Design epmp_cu_v2, sky130hd; sources not shown.
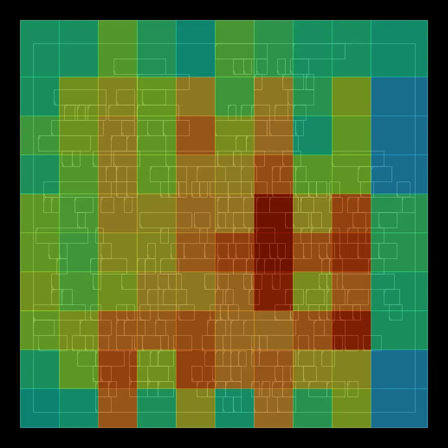
run_1/congestion.png
GRT busiest layer: met2
Layout Utilization: 47.4%
drt wl/cell: 19.5 um
GRT Total Usage: 25.1%
GR Util met1: 34.8%

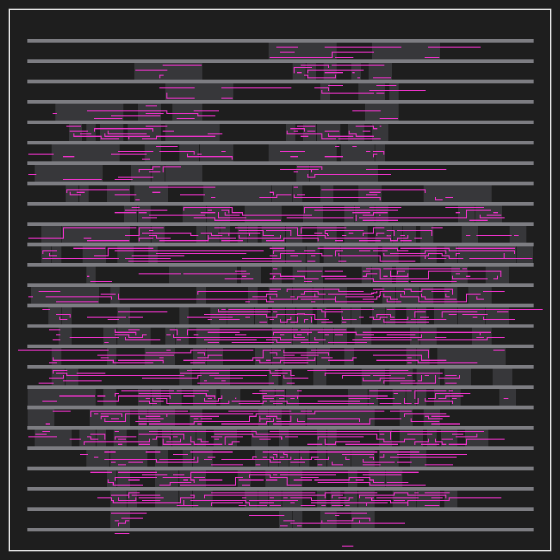
run_1/layer_met1.png
Supply wires on this layer in grey. Cells faint in the background.
main direction	horizontal
nets with wire on the layer	275
longest straight run	30.4 um
wire length on this layer	2760 um
via count: 2157
final wirelength: 6310 um

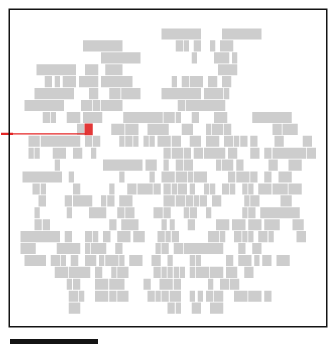
run_1/io_fan.png
Bar = 20 um.
port	colour	direction	edge	end cells	buffers	wire
Push_Stack	red	output	left	1	0	17.0 um
io pins: 52
input/output buffers: 0

==> flow_summary.ini, run 1 <==
; synthesis and place-and-route metrics
[placement]
placed_area_mm2 = 0.00205
post-place-ws_ps = 1270
dp.cells = 319

[logic_synthesis]
ys_sh_mux_pct = 1.02
avgSynthCellArea_um2 = 7.43
xor_share_pct = 4.61
common_cells = nand2_1 (34), nor2_1 (31), a21oi_1 (20), o21ai_0 (20), dfrtp_1 (17)
async_flop_share_pct = 100
synthesis.area_mm2 = 0.00209
fp_nets = 303
logic_family = simple AND/OR/NAND/NOR gates
simple_gate_share_pct = 35.2
most_common_cell = nand2_1
ys.flop_type = dfrtp_1
fa_ha_area_share_pct = 3.95
synth.distinct_cells = 70
yosysTopAreaCell = dfrtp_1

[clock_network]
cts_tree = done
cts_root_buffer = clkbuf_8
hold_buffers = 0
ctsHtreeMaxLevel = 1
post_cts_buffers = 0

[die]
tapCellCount = 52
fp_util_pct = 47.3
die_h_um = 72.1

[drt]
drc = 0
met3WireLength_um = 707
vias_per_cell = 6.68
ant_nets = 0

[pwr]
vdd_ir_drop_max_mv = 0.124
p_int_mw = 0.205
p_per_area_mw_per_mm2 = 131
top_power_group = registers

[final_timing]
slew_viol_final = 0
finalHoldViolations = 0
setup_ws_ps = 1220
fin_crit_sh_pct = 75.1
fin_crit_ps = 3680
rsz0062_at_grt = false
finalSetupViolCount = 0

[min_path]
hp-class = in2async

[final_layout]
comb_cells = 237
regArea_um2 = 425
final_cell_mix = nand2_1 (34), nor2_1 (31), o21ai_0 (20), a21oi_1 (20), dfrtp_1 (17)
largest_cell_class = logic gates
lay_top_count = nand2_1
combGateArea_mm2 = 0.00149

[worst_setup_path]
rrSetupSlack_ps = 1840
slowest_delay_ps = 650
worstSetupEndpointType = output pin
required_ps = 3920
cp_num_buf_inv = 0
arrival_ps = 2700
critPathMaxFanout = 16
cp_cell_sequence = nor2_1, a31oi_1, or2_2, nand2_1, a211oi_1

[global_route]
grt_overflow = 0
gr-usage-met2_pct = 38.6
grt_pass1_wl_um = 10300
grt_pass1_vias = 2021

[status]
status = completed

[run]
warnings = 27
run_1/flops_by_reg.png
Other sequential cells in the stronger grey, the rest of the logic in the fainter grey.
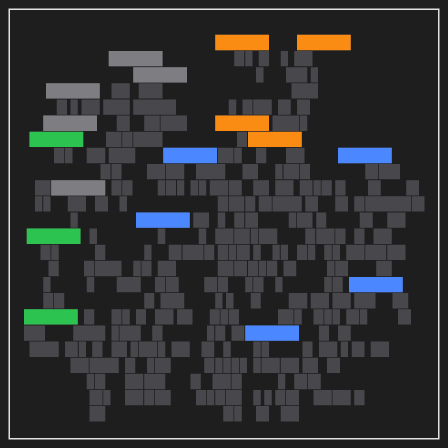

==> run 2: changes to the inputs <==
- clock period: 4.9 -> 3.27 ns (I/O delays scaled with it)
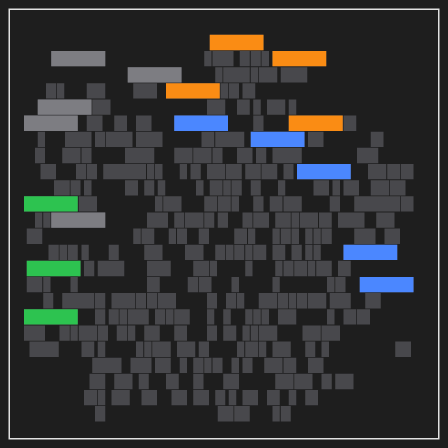
run_2/flops_by_reg.png
Other sequential cells in the stronger grey, the rest of the logic in the fainter grey.
name in the netlist	colour	sequential cells
wd_cnt	orange	4
Debug_State	blue	5
Fault_Code	green	3
not coloured	5
Layout Utilization: 49.5%
register area: 425 um2
sequential share of cell area: 19.5%
Seq group: 0.217 mW

==> flow_summary.ini, run 2 <==
; synthesis and place-and-route metrics
[final_layout]
final_cell_mix = nand2_1 (34), nor2_1 (31), o21ai_0 (20), a21oi_1 (20)
nClkBuffers = 3
largest_cell_class = logic gates
inverters = 7
drive_gt1_share_pct = 15.2
ff_count = 17
combGateArea_mm2 = 0.00149
comb_cells = 237
lay_top_count = nand2_1
antenna_cells = 0
finalNonFillerCells = 334

[final_timing]
hold_ws_ps = 89.8
setup_ws_ps = 253
finalSetupViolCount = 0
fin_crit_ps = 3020
fin_skew_ps = 1.87
rsz0062_at_grt = false
fin_crit_sh_pct = 92.3
finalHoldViolations = 0
slew_viol_final = 0

[logic_synthesis]
async_flop_share_pct = 100
most_common_cell = nand2_1
area_leaders = dfrtp_1 (20%), nand2_1 (6.1%), nor2_1 (5.6%)
ys_sh_mux_pct = 1.02
yosys_area_mm2 = 0.00209
ys.flop_type = dfrtp_1
fa_ha_area_share_pct = 3.95
fp_nets = 303
yosys_cells = 281
aoi_share_pct = 26.4
synthesis.area_mm2 = 0.00209
yosysTopAreaCell = dfrtp_1
logic_family = simple AND/OR/NAND/NOR gates
common_cells = nand2_1 (34), nor2_1 (31), a21oi_1 (20), o21ai_0 (20), dfrtp_1 (17)
avgSynthCellArea_um2 = 7.43
xor_share_pct = 4.61
synth.distinct_cells = 70
simple_gate_share_pct = 35.2

[pwr]
vdd_ir_drop_max_mv = 0.188
power_mw = 0.405
swShare_pct = 24.0
leakage_nw = 0.860
top_power_group = registers
p_int_mw = 0.308
p_per_area_mw_per_mm2 = 186
p_sw_mw = 0.0973
power.clock.total_mw = 0.159
combPwrFrac_pct = 7.4

[global_route]
grt-busiest-layer = met2
grt_pass1_wl_um = 10000
grt_pass1_vias = 2027
grt_overflow = 0
gr-usage-met2_pct = 36.4
grt.total_usage_pct = 24.3
grtUsageMet1_pct = 33.9
grt_max_degree = 25

[placement]
portBuffers = 0
dp.cells = 330
post-place-ws_ps = 390
placed_area_mm2 = 0.00213

[worst_setup_path]
cp-start-kind = flip-flop
rrSetupSlack_ps = 430
crit_family = simple AND/OR/NAND/NOR gates
arrival_ps = 2360
critPathMaxFanout = 8
crit_type = reg2out
worstSetupEndpointType = output pin
required_ps = 2620
slowest_delay_ps = 510
cp_num_buf_inv = 1
cp_cell_sequence = or2_2, o21ba_2, or2_2, nand2_1, nor4_1, buf_4

[drt]
wl_met2_um = 2730
vias_per_cell = 6.60
met3WireLength_um = 634
drt_iter0_drc = 221
dr_total_vias = 2205
ant_nets = 0
wl_per_cell_um = 18.6
drc = 0
routed_wl_um = 6230

[min_path]
hp-class = in2async

[clock_network]
cts_sinks = 17
ctsResizeCount = 0
ctsHtreeMaxLevel = 1
clk_pin_slew_worst_paths_ps = 70
post_cts_buffers = 0
cts_tree = done
cts_root_buffer = clkbuf_8
hold_buffers = 0

[die]
tapCellCount = 52
fp_util_pct = 47.3
die_area_mm2 = 0.00520
io_pins = 52
die_h_um = 72.1

[status]
status = completed

[run]
warnings = 27
Power and IR drop assume default switching activity.
